### Cell classes on the final placement, run 1

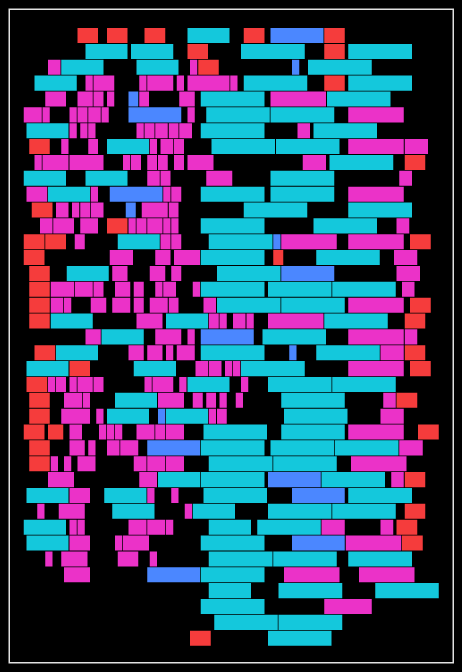
### Gate-type map, run 1

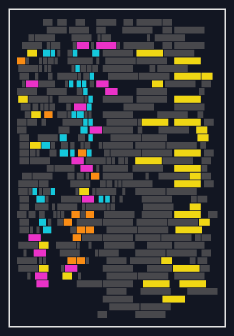
### Clock wires, drivers and flops, run 1

Bar = 20 um.
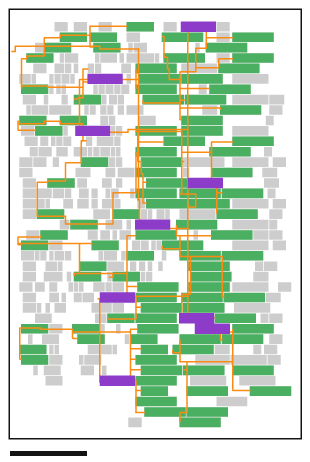
### The clock network, run 1

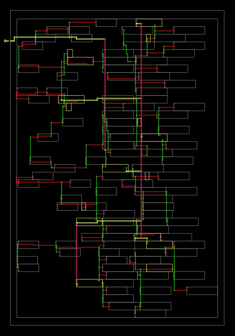
File: src/rtl/prime_sink_pkg.sv
// Shared definitions for the prime_sink block: FSM state encodings and default data width.
package prime_sink_pkg;

  localparam int DEFAULT_W = 8;

  typedef enum logic [1:0] {
    ST_COLLECT  = 2'd0,
    ST_DRAIN    = 2'd1,
    ST_FINISHED = 2'd2
  } state_t;

endpackage

File: src/rtl/prime_sink_sync_fifo.sv
// Small synchronous FIFO with registered storage. Pointers carry one extra wrap bit so that
// full and empty can be told apart without a separate occupancy counter. The caller is
// responsible for only pushing when there is room (or a pop in the same cycle) and only
// popping when not empty.
module prime_sink_sync_fifo
  import prime_sink_pkg::*;
#(
  parameter int W     = DEFAULT_W,
  parameter int DEPTH = 8
) (
  input  logic         clk,
  input  logic         rst,
  input  logic         push,
  input  logic [W-1:0] din,
  input  logic         pop,
  output logic         full,
  output logic         empty,
  output logic [W-1:0] head
);

  localparam int AW = $clog2(DEPTH);

  logic [W-1:0] mem [DEPTH];
  logic [AW:0]  wr_ptr;
  logic [AW:0]  rd_ptr;

  assign empty = (wr_ptr == rd_ptr);
  assign full  = (wr_ptr[AW] != rd_ptr[AW]) && (wr_ptr[AW-1:0] == rd_ptr[AW-1:0]);
  assign head  = mem[rd_ptr[AW-1:0]];

  // Advance read/write pointers; they wrap naturally through the extra MSB.
  always_ff @(posedge clk) begin
    if (rst) begin
      wr_ptr <= '0;
      rd_ptr <= '0;
    end else begin
      if (push) wr_ptr <= wr_ptr + 1'b1;
      if (pop)  rd_ptr <= rd_ptr + 1'b1;
    end
  end

  // Write the incoming value at the tail. When full with a simultaneous pop, the tail slot is
  // the one being vacated by the head, which was already read combinationally this cycle.
  always_ff @(posedge clk) begin
    if (push) mem[wr_ptr[AW-1:0]] <= din;
  end

endmodule

File: src/rtl/prime_sink.sv
// Consumer end of the sieve result stream. Buffers strobed values in a FIFO, re-emits them on
// a valid/take handshake, keeps a saturating count and a wrapping checksum of accepted
// values, and reports completion once end-of-stream has been seen and the buffer is empty.
module prime_sink
  import prime_sink_pkg::*;
#(
  parameter int W     = DEFAULT_W,
  parameter int DEPTH = 8,
  parameter int CNT_W = 8
) (
  input  logic             clk,
  input  logic             rst,
  input  logic             in__rdy,
  input  logic [W-1:0]     in__addr,
  input  logic             in__done,
  input  logic             in__take,
  output logic             out__valid,
  output logic [W-1:0]     out__dout,
  output logic [CNT_W-1:0] out__count,
  output logic [W-1:0]     out__sum,
  output logic             out__overflow,
  output logic             out__proto_err,
  output logic             out__done
);

  state_t       state;
  logic         full;
  logic         empty;
  logic [W-1:0] head;
  logic         push;
  logic         pop;

  // Once finished nothing is presented, even though the FIFO is already empty by then.
  assign out__valid = !empty && (state != ST_FINISHED);
  assign out__dout  = out__valid ? head : '0;

  // Only COLLECT accepts strobes; a full FIFO still accepts when the head leaves this cycle.
  assign pop  = !rst && out__valid && in__take;
  assign push = !rst && in__rdy && (state == ST_COLLECT) && (!full || pop);

  prime_sink_sync_fifo #(
    .W     (W),
    .DEPTH (DEPTH)
  ) u_fifo (
    .clk   (clk),
    .rst   (rst),
    .push  (push),
    .din   (in__addr),
    .pop   (pop),
    .full  (full),
    .empty (empty),
    .head  (head)
  );

  // Stream-control FSM together with count/sum accumulation and the sticky status flags.
  always_ff @(posedge clk) begin
    if (rst) begin
      state          <= ST_COLLECT;
      out__count     <= '0;
      out__sum       <= '0;
      out__overflow  <= 1'b0;
      out__proto_err <= 1'b0;
      out__done      <= 1'b0;
    end else begin
      if (push) begin
        if (out__count != '1) out__count <= out__count + 1'b1;
        out__sum <= out__sum + in__addr;
      end
      case (state)
        ST_COLLECT: begin
          if (in__rdy && full && !pop) out__overflow <= 1'b1;
          if (in__done) state <= ST_DRAIN;
        end
        ST_DRAIN: begin
          if (in__rdy) out__proto_err <= 1'b1;
          if (empty) begin
            state     <= ST_FINISHED;
            out__done <= 1'b1;
          end
        end
        ST_FINISHED: begin
          if (in__rdy) out__proto_err <= 1'b1;
          out__done <= 1'b1;
        end
        default: state <= ST_COLLECT;
      endcase
    end
  end

endmodule

File: config.mk
export PLATFORM = sky130hd
export DESIGN_NAME = prime_sink
export DESIGN_NICKNAME = d
export VERILOG_FILES = /design/src/rtl/prime_sink_pkg.sv /design/src/rtl/prime_sink_sync_fifo.sv /design/src/rtl/prime_sink.sv
export SDC_FILE = /design/constraint.sdc
export NUM_CORES = 1
export LEC_CHECK = 0
export CAP_MARGIN = 25
export CORE_ASPECT_RATIO = 1.5
export CORE_MARGIN = 2
export CORE_UTILIZATION = 55
export CTS_BUF_LIST = sky130_fd_sc_hd__clkbuf_16
export DETAILED_ROUTE_END_ITERATION = 8
export GPL_ROUTABILITY_DRIVEN = 1
export HOLD_SLACK_MARGIN = 0.08
export MAX_ROUTING_LAYER = met4
export PLACE_DENSITY = 0.74
export SYNTH_ARGS = -nofsm -noshare
export SYNTH_HDL_FRONTEND = slang
export SYNTH_HIERARCHICAL = 1
export SYNTH_SLANG_ARGS = --single-unit
File: constraint.sdc
create_clock -name clk -period 8.2 [get_ports clk]
set_input_delay 2.46 -clock clk [delete_from_list [all_inputs] [get_ports clk]]
set_output_delay 2.46 -clock clk [all_outputs]
set_load 0.01 [all_outputs]
==> notes.md, run 1 <==
run results: status=finished clean, CTS resizes=0, Synth async-reset ratio=0%, Most Crowded Layer GR=met2, worst r2r src=u_fifo/wr_ptr[0], final net count=373, overall power=0.00123 W, Dominant cell area share=between 40 and 50%, Worst Path Max Fanout=37, CP startpoint kind=input port, chip area estimate from yosys synthesis=4260 um2, Finish-stage setup viols=0, FF-to-FF End=u_fifo/mem[2][4], worst vdd ir=0.145 mV, Critical path destination=u_fifo/mem[2][4], Min-Delay Path Class=reg -> reg, Hold Crit Start=out__proto_err, Worst Tran Pin Value=1050 ps, via count=2479, die height=112 um, largest area contributor in the netlist=edfxtp_1, crit end category=register, CTS Buffer Depth=2, gpl congestion=between 0.7 and 0.8, clk slew on worst S/H paths=60 ps, Root Buffer=clkbuf_16, Min Clock Period, post-route=5480 ps, Synth Seq Share=60.1%, Post-Syn Area=~4300 um2, vias in the first global route=2501, ant diodes=0, met1 Track Usage GR=between 20% and 30%, met3 usage=3.98%, synth cell count leaders=edfxtp_1 (64), nor2_1 (33), dfxtp_1 (32), Syn Nets=approximately 330, max_cap viols=0, I/O Pins=41, crit path launch=rst, DRC viols=0, Pwr per Cell Area=roughly 250 nW/um2, Die Wd=roughly 76 um, final-report max-slew violation count=0, largest net degree at the start of global routing=38, DRC marker count from the first detailed-route iteration=235, overall routing resource usage=20.2%, Distinct lib cells used=44, remaining antenna violation count after routing=0, Synth flops=about 96, unrepaired setup endpoints after global routing=false, input/output buffers=roughly 40, Vias/cell=around 5.5, crit path DRT=between 8000 and 9000 ps, first-pass GRT wire length=12200 um, Slew headroom=29.7%, Crit Path Category=in -> reg, CTS tree=done, fmax=183 MHz, CTS HTree Levels=3, Pre-antenna DRT Iters=4, Dominant Register Cell=edfxtp_1, Hold Path Stages=2, Mapped Cells=305, reg-to-reg setup timing slack=4660 ps, yosys cell count=305, Routed WL=approximately 7600 um, GRT met2 Usage=31.8%, initial antenna violation count=0, cycle use final=between 60% and 70%, total tool warning count=29, worst reg-to-reg path cell count=8, DIE AREA=8490 um2, Post-synth EDFFs=64, Yosys warning count=6, WL/cell=16.8 um, Pre-Place Util=56.4%, share of layout cells above drive strength 1=8.29%, P_leak=between 1.5 and 2 nW, WP data arrival=5430 ps
About 'Cell classes on the final placement':
color	class	cells
cyan	sequential cells	96
blue	clock drivers and dummy loads	16
red	remaining buffers and delay cells	42
magenta	remaining logic cells	196
sequential cell area share: 51.4%
row cnt: 39
Core Box Area: 7560 um2
fin util: 66.0%
post-route cell area: 4990 um2

About 'Gate-type map':
color	family	cells
yellow	mux cells	32
magenta	fa/ha/maj cells	15
orange	xor and xnor cells	12
cyan	aoi and oai cells	30

About 'Clock wires, drivers and flops':
[green] flip-flops | count: 96
[purple] clock-net drivers | count: 9
[orange] clock wires | length: 973 um
flops lie	widely spread
routed clock nets	10
worst skew pair latency: 340 ps
clock group power: 0.000380 W
Setup Skew: 6.77 ps
Clk pwr share: 30.9%

About 'The clock network':
Seq cells: 96
CTS Buf Count: 9
clkbuf count: 10

==> run 1: through the flow <==
stage / std cells / hold WS [ps] / instance area [um2] / setup slack [ps]
after floorplan: 305 / 471 / 4260 / 3320
after global placement: 435 / 458 / 4710 / 2450
after detailed placement: 435 / 460 / 4710 / 2300
after CTS: 451 / 482 / 4980 / 2660
after global routing: 452 / 517 / 4990 / 2450
final: 452 / 476 / 4990 / 2720
==> run 1: cell type report <==
class | count | area (um2)
Multi-Input combinational cell | 186 | 1570
Fill cell | 553 | 2570
Clock inverter | 6 | 25.0
Inverter | 10 | 37.5
Timing Repair Buffer | 42 | 413
Sequential cell | 96 | 2560
Clock buffer | 10 | 250
Tap cell | 102 | 128
==> run 1: registers in the layout, indices dropped and copies added, names as in the netlist, named ones only <==
| signal | cells |
|---|---|
| u_fifo/mem | 64 |
| out__count | 8 |
| out__sum | 8 |
| u_fifo/rd_ptr | 4 |
| u_fifo/wr_ptr | 4 |
| state | 2 |
| out__done | 1 |
| out__overflow | 1 |
| out__proto_err | 1 |
==> run 1: placed cells by master, fill, tap and decap left out, drive strengths merged, types with 2 or more instances in the layout <==
master / instances
dfxtp: 32
xnor2: 9
edfxtp: 64
o21ai: 6
clkdlybuf4s50: 40
nand2: 16
mux2i: 7
mux4: 16
a21o: 3
buf: 2
xor2: 3
and2: 8
nand3b: 2
nand3: 6
clkbuf: 10
nor2b: 5
ha: 14
nand2b: 7
nand4: 3
nor2: 33
clkinv: 2
inv: 14
a21oi: 15
mux2: 9
nor3: 6
a211oi: 5
==> run 1: kinds of logic after synthesis <==
kind of cell               after synthesis  share of synthesized area [%]
muxes                                   32                           13.8
AOI/OAI and AO/OA                       35                           5.17
xor gates and xnor gates                12                           2.47
and+or+nand+nor                         92                           10.9
DFF                                     96                           60.1
buffers and inverters                   23                           2.96
adders and majority gates               15                           4.58
==> run 1: worst max-delay path, stage by stage <==
cell and delay [ps]:
clkdlybuf4s50_1 390, buf_4 250, or4b_4 540, a21o_1 340, nor2_1 400, nand2_1 210
nor3_1 830
==> run 1: power breakdown <==
group	switching, W	internal (W)	total (W)
Combinational	0.000133	0.000139	0.000272
Clock	0.000161	0.000219	0.000380
Sequential	0.0000285	0.000549	0.000577
==> run 1: metal layers <==
metal  up-vias  wire length, um  part of all wire [%]
met5         -                0                     0
met4         0              218                   2.9
met3        18              278                   3.7
met2        58             3870                    51
met1      1179             3220                    42
li1       1224                -                     -
==> run 1: worst min-delay path by stage <==
stage	end	slack, ps
5_1_grt	out__sum[2]	520
3_3_place_gp	out__proto_err	460
4_1_cts	out__proto_err	480
3_5_place_dp	out__proto_err	460
2_1_floorplan	u_fifo/wr_ptr[3]	470
6_report	out__proto_err	480
### Where the registers sit, run 1

Other sequential cells in the stronger gray, the rest of the logic in the fainter gray.
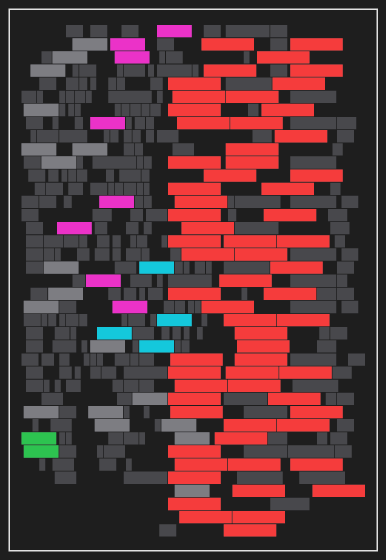

==> run 1 -> run 2 <==
--- a/config.mk
+++ b/config.mk
@@ -8,13 +8,13 @@
 export CAP_MARGIN = 25
 export CORE_ASPECT_RATIO = 1.5
 export CORE_MARGIN = 2
-export CORE_UTILIZATION = 55
+export CORE_UTILIZATION = 51
 export CTS_BUF_LIST = sky130_fd_sc_hd__clkbuf_16
 export DETAILED_ROUTE_END_ITERATION = 8
 export GPL_ROUTABILITY_DRIVEN = 1
 export HOLD_SLACK_MARGIN = 0.08
 export MAX_ROUTING_LAYER = met4
-export PLACE_DENSITY = 0.74
+export PLACE_DENSITY = 0.72
 export SYNTH_ARGS = -nofsm -noshare
 export SYNTH_HDL_FRONTEND = slang
 export SYNTH_HIERARCHICAL = 1
==> constraint.sdc (replaced) <==
create_clock -name clk -period 4.4 [get_ports clk]
set_input_delay 1.32 -clock clk [delete_from_list [all_inputs] [get_ports clk]]
set_output_delay 1.32 -clock clk [all_outputs]
set_load 0.01 [all_outputs]
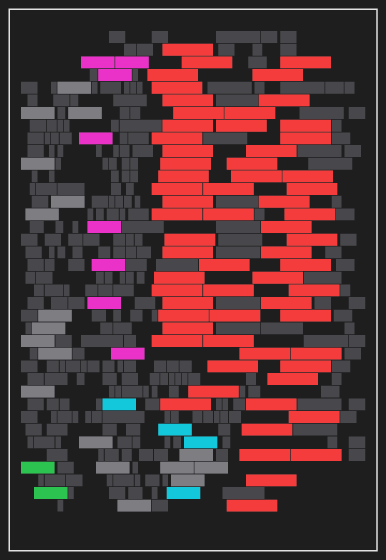
*Where the registers sit, run 2*
Other sequential cells in the stronger gray, the rest of the logic in the fainter gray.
color	signal	placed flops
green	`state`	2
cyan	`u_fifo/wr_ptr`	4
red	`u_fifo/mem`	64
magenta	`out__sum`	8
not colored	18
sequential cell area share: 50.7%
register area: 2560 um2
seq pwr: 0.00107 W
fin util: 62.8%

==> run 2 against run 1 <==
Cell count up 2.7%. Count of clock-buffer cells in the layout down 1. Non-clock buffer count up 9. Register-to-register slack worse by 3200 ps. Clock skew down 1.1 ps. Critical path depth down 1. Combinational power up 95%. Synthesized cell count unchanged. Die area up 7.5%. Critical endpoint is now out__dout[2].
==> notes.md, run 2 <==
run results: WL/cell=16.5 um (was 16.8 um), fmax=262 MHz, Slew headroom=50.7% (was 29.7%), crit end category=output port (was register), Net Sw Frac=27.4% (was 26.2%), CTS Buf Count=9 (unchanged), Finish-stage setup viols=0 (unchanged), Crit Path Category=reg -> out (was in -> reg), Setup Skew=5.66 ps (was 6.77 ps), CTS resizes=0 (unchanged), DRC viols=0 (unchanged), chip area estimate from yosys synthesis=4260 um2 (unchanged), max_cap viols=0 (unchanged), cell internal pwr=0.00167 W (was 0.000906 W), overall power=0.00230 W (was 0.00123 W), synth cell count leaders=edfxtp_1 (64), nor2_1 (33), dfxtp_1 (32) (unchanged), Synth Seq Share=60.1% (unchanged), CTS Buffer Depth=2 (unchanged), Syn Nets=333 (unchanged), Worst Tran Pin Value=736 ps (was 1050 ps), Seq pwr share=46.4% (was 47.0%), yosys cell count=305 (unchanged), status=finished clean (unchanged), max reg flops=64 (unchanged), Synth flops=96 (unchanged), crit path DRT=3080 ps (was 8150 ps), overall routing resource usage=19.0% (was 20.2%), DRC marker count from the first detailed-route iteration=158 (was 235), CP max stage delay=570 ps (was 830 ps), worst vdd ir=0.367 mV (was 0.145 mV), WP data arrival=2490 ps (was 5430 ps), unrepaired setup endpoints after global routing=false (unchanged), Pre-Place Util=52.9% (was 56.4%), Worst Path Max Fanout=9 (was 37), Min-Delay Path Class=reg -> reg (unchanged), Dominant cell area share=45.1% (unchanged), Post-Syn Area=4260 um2 (unchanged), via count=2520 (was 2479), P_leak=1.78 nW (was 1.74 nW), Root Buffer=clkbuf_16 (unchanged), Post-synth EDFFs=64 (unchanged), Synth async-reset ratio=0% (unchanged), I/O Pins=41 (unchanged), fin cells=464 (was 452), Pre-antenna DRT Iters=4 (unchanged), largest net degree at the start of global routing=37 (was 38), CP cell instances=xnor2_1 > nand3_1 > nor2b_1 > nor2_1 > and2_1 > clkdlybuf4s50_1 (was clkdlybuf4s50_1 > buf_4 > or4b_4 > a21o_1 > nor2_1 > nand2_1 > nor3_1), Comb pwr share=23.0% (was 22.1%), die height=116 um (was 112 um), Routed WL=7640 um (was 7580 um), vias in the first global route=2644 (was 2501), worst skew pair latency=340 ps (about the same), input/output buffers=40 (unchanged), Mapped Cells=305 (unchanged), Dominant Register Cell=edfxtp_1 (unchanged), Die Wd=78.7 um (was 75.9 um), ant diodes=0 (unchanged), CTS HTree Levels=3 (unchanged), largest area contributor in the netlist=edfxtp_1 (unchanged), Slowest cell on crit path=nor2_1 (was nor3_1), Yosys warning count=6 (unchanged), Clk pwr share=30.6% (was 30.9%), CP startpoint kind=register (was input port), remaining antenna violation count after routing=0 (unchanged), total tool warning count=29 (unchanged), initial antenna violation count=0 (unchanged), DIE AREA=9120 um2 (was 8490 um2), most frequent cells in the layout=edfxtp_1 (64), clkdlybuf4s50_1 (40), nor2_1 (33), dfxtp_1 (32), nand2_1 (16) (unchanged)
run 2: cell counts after synthesis:
No cell type changed its count.
run 2: cell families (layout without fill, tap and decap cells):
| family | after synthesis | count (layout) | share of synthesized area, % |
|---|---|---|---|
| compound gates | 35 | 35 | 5.17 |
| flops | 96 | 96 | 60.1 |
| simple gates | 92 | 92 | 10.9 |
| fa+ha+maj | 15 | 15 | 4.58 |
| buf+inv | 23 | 77 | 2.96 |
| mux | 32 | 32 | 13.8 |
| xor+xnor | 12 | 12 | 2.47 |
run 2: power groups by stage:
| stage | clock network [W] | registers, W | logic (W) |
|---|---|---|---|
| floorplan | 0 | 0.00109 | 0.000331 |
| global placement | 0 | 0.00108 | 0.000521 |
| detailed placement | 0 | 0.00109 | 0.000531 |
| CTS | 0.000719 | 0.00107 | 0.000536 |
| global route | 0.000750 | 0.00107 | 0.000582 |
| finish | 0.000704 | 0.00107 | 0.000530 |
run 2: path summary, 6_finish.rpt:
check / start / end / slack (ps) / depth (start not counted)
setup / recovery: u_fifo/wr_ptr[0] / out__dout[2] / 590 / 6
hold reg to reg: out__overflow / out__overflow / 480 / 2
setup reg to reg: u_fifo/wr_ptr[0] / u_fifo/mem[2][1] / 1420 / 9
hold / removal: out__overflow / out__overflow / 480 / 2
run 2: through the flow:
| step | area, um2 | hold WS [ps] | setup WS (ps) |
|---|---|---|---|
| after floorplan | 4260 | 471 | 656 |
| after global placement | 4790 | 459 | 556 |
| after detailed placement | 4790 | 468 | 513 |
| after CTS | 5060 | 486 | 554 |
| after global routing | 5060 | 498 | 456 |
| final | 5060 | 481 | 588 |
run 2: worst max-delay path, delay by kind of cell (launching register included):
kind          cells  cell delay (ps)
simple gates      4              990
buf+inv           1              540
flops             1              510
xor+xnor          1              100
run 2: area by class of cell:
class                           count  area (um2)
Clock inverter                      7        45.0
Fill cell                         618        3000
Sequential cell                    96        2560
Inverter                           10        37.5
Tap cell                          105         131
Timing Repair Buffer               51         483
Multi-Input combinational cell    186        1570
Clock buffer                        9         225
run 2: metal layers:
| metal | up-vias | GRT usage, % | wire, um |
|---|---|---|---|
| met5 | - | - | 0 |
| met4 | 0 | 7.60 | 126 |
| met3 | 11 | 4.05 | 255 |
| met2 | 52 | 34.3 | 4170 |
| met1 | 1217 | 20.2 | 3090 |
| li1 | 1240 | - | - |
### Gate-type map, run 2

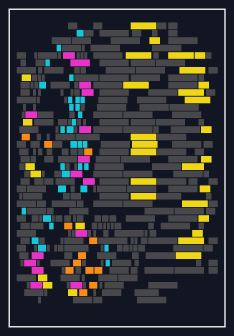

==> run 2 -> run 3 <==
==> constraint.sdc (replaced) <==
create_clock -name clk -period 3.2 [get_ports clk]
set_input_delay 0.96 -clock clk [delete_from_list [all_inputs] [get_ports clk]]
set_output_delay 0.96 -clock clk [all_outputs]
set_load 0.01 [all_outputs]
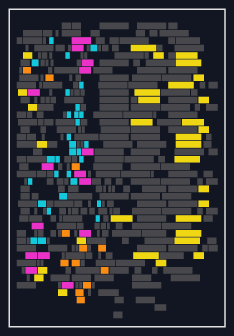
*Gate-type map, run 3*
most numerous logic cell after layout: edfxtp_1
fraction of area in multi-input gates: 30.2%
fin cells: 480

==> run 3 against run 2 <==
Sequential power increased by 36%. Clock skew decreased by 0.71 ps. Clock power increased by 39%. Non-clock buffer count increased by 16. Largest cell class unchanged. Critical path depth unchanged. Sequential cell count unchanged. Sequential share of layout area decreased by 1.4 points. Hold slack got worse by 5.1 ps. Critical path type unchanged. Synthesized cell count unchanged. Register-to-register slack got worse by 700 ps. Cell count increased by 3.4%.
==> notes.md, run 3 <==
run results: Synth Seq Share=60.1% (unchanged), max reg flops=64 (unchanged), Dominant Register Cell=edfxtp_1 (unchanged), first-pass GRT wire length=12600 um (was 12500 um), Synth flops=96 (unchanged), crit end category=output port (unchanged), gpl congestion=0.782 (was 0.755), cell internal pwr=0.00236 W (was 0.00167 W), share of layout cells above drive strength 1=16.3% (was 11.1%), Top Layer Used=met4 (unchanged), Post-synth EDFFs=64 (unchanged), ant diodes=0 (unchanged), CP cell instances=buf_12 > buf_4 > mux4_1 > mux2_2 > and2_1 > dlygate4sd2_1 (was xnor2_1 > nand3_1 > nor2b_1 > nor2_1 > and2_1 > clkdlybuf4s50_1), reg-to-reg setup timing slack=720 ps (was 1420 ps), WL met2=4210 um (was 4170 um), synth cell count leaders=edfxtp_1 (64), nor2_1 (33), dfxtp_1 (32) (unchanged), status=finished clean (unchanged), Routed WL=7950 um (was 7640 um), Comb pwr share=23.7% (was 23.0%), setup ws final=68.0 ps (was 588 ps), row cnt=40 (unchanged), Vias/cell=5.44 (was 5.43), Slowest cell on crit path=mux4_1 (was nor2_1), Distinct lib cells used=44 (unchanged), Core Box Area=8060 um2 (unchanged), cycle use final=97.9%, input/output buffers=40 (unchanged), WL/cell=16.6 um (was 16.5 um), Min Clock Period, post-route=around 3100 ps, most frequent cells in the layout=edfxtp_1 (64), nor2_1 (32), clkdlybuf4s50_1 (32), dfxtp_1 (31), buf_4 (26) (was edfxtp_1 (64), clkdlybuf4s50_1 (40), nor2_1 (33), dfxtp_1 (32), nand2_1 (16)), DP Worst Slack=110 ps (was 513 ps), initial antenna violation count=0 (unchanged), clk slew on worst S/H paths=60 ps (about the same), Post-Syn Area=4260 um2 (unchanged), worst skew pair latency=340 ps (about the same), fmax=319 MHz, register area=2560 um2 (about the same), Pwr per Cell Area=616 nW/um2 (was 455 nW/um2), I/O Pins=41 (unchanged), final-report max-slew violation count=0 (unchanged), Yosys warning count=6 (unchanged), vias in the first global route=2586 (was 2644), CTS HTree Levels=3 (unchanged), CTS Buffer Depth=2 (unchanged), Net Sw Frac=26.4% (was 27.4%)
run 3: cell counts after synthesis:
Identical to the previous run, type by type.
run 3: final timing paths:
| check | start | to | cells after the start |
|---|---|---|---|
| min | out__proto_err | out__proto_err | 2 |
| max reg2reg | u_fifo/rd_ptr[0] | u_fifo/wr_ptr[3] | 9 |
| max | register | out__dout[7] | 6 |
| min reg2reg | out__proto_err | out__proto_err | 2 |
run 3: cell families (layout without fill, tap and decap cells):
| logic type | count (synthesis) | count (layout) | share of synthesized area (%) |
|---|---|---|---|
| xor gates and xnor gates | 12 | 12 | 2.47 |
| DFF | 96 | 96 | 60.1 |
| AOI/OAI and AO/OA | 35 | 35 | 5.17 |
| and+or+nand+nor | 92 | 92 | 10.9 |
| adders and majority gates | 15 | 15 | 4.58 |
| muxes | 32 | 32 | 13.8 |
| buffers and inverters | 23 | 93 | 2.96 |
run 3: metrics by stage:
stage               hold WS [ps]  power (W)
global route                 503    0.00335
global placement             460    0.00224
detailed placement           463    0.00225
floorplan                    471    0.00195
finish                       476    0.00321
CTS                          482    0.00323
run 3: power by group through the flow:
stage	sequential [W]	combinational (W)	clock, W
CTS	0.00146	0.000763	0.00100
floorplan	0.00150	0.000457	0
detailed placement	0.00149	0.000761	0
finish	0.00146	0.000761	0.000980
global route	0.00147	0.000840	0.00104
global placement	0.00149	0.000753	0
run 3: worst register-to-register path: stages (launching register included):
cell	delay [ps]
dfxtp_1	410
xnor2_1	100
nand3_1	120
nor2b_1	110
or4b_4	550
a21o_1	230
nor2_1	170
nand2_1	170
or3_1	380
a21oi_1	170
run 3: per-layer routing:
layer / GRT usage, % / vias to the layer above
li1: - / 1268
met2: 33.1 / 63
met1: 21.6 / 1267
met4: 9.59 / 0
met3: 3.27 / 12
met5: - / -
run 3: layout make-up:
cell class                      count  share of cell area (%)
Multi-Input combinational cell    186                    30.2
Tap cell                          105                    2.52
Clock inverter                      6                   0.553
Sequential cell                    96                    49.2
Clock buffer                       10                    4.81
Inverter                           10                   0.721
Timing Repair Buffer               67                    12.0
run 3: what timing repair did:
action                                  4_1_cts  5_1_grt
buffers inserted                              0        4
gates cloned                                  0        0
resized                                       8        8
endpoints found under the setup margin        9        4
Power is estimated from default activity; no workload was simulated.
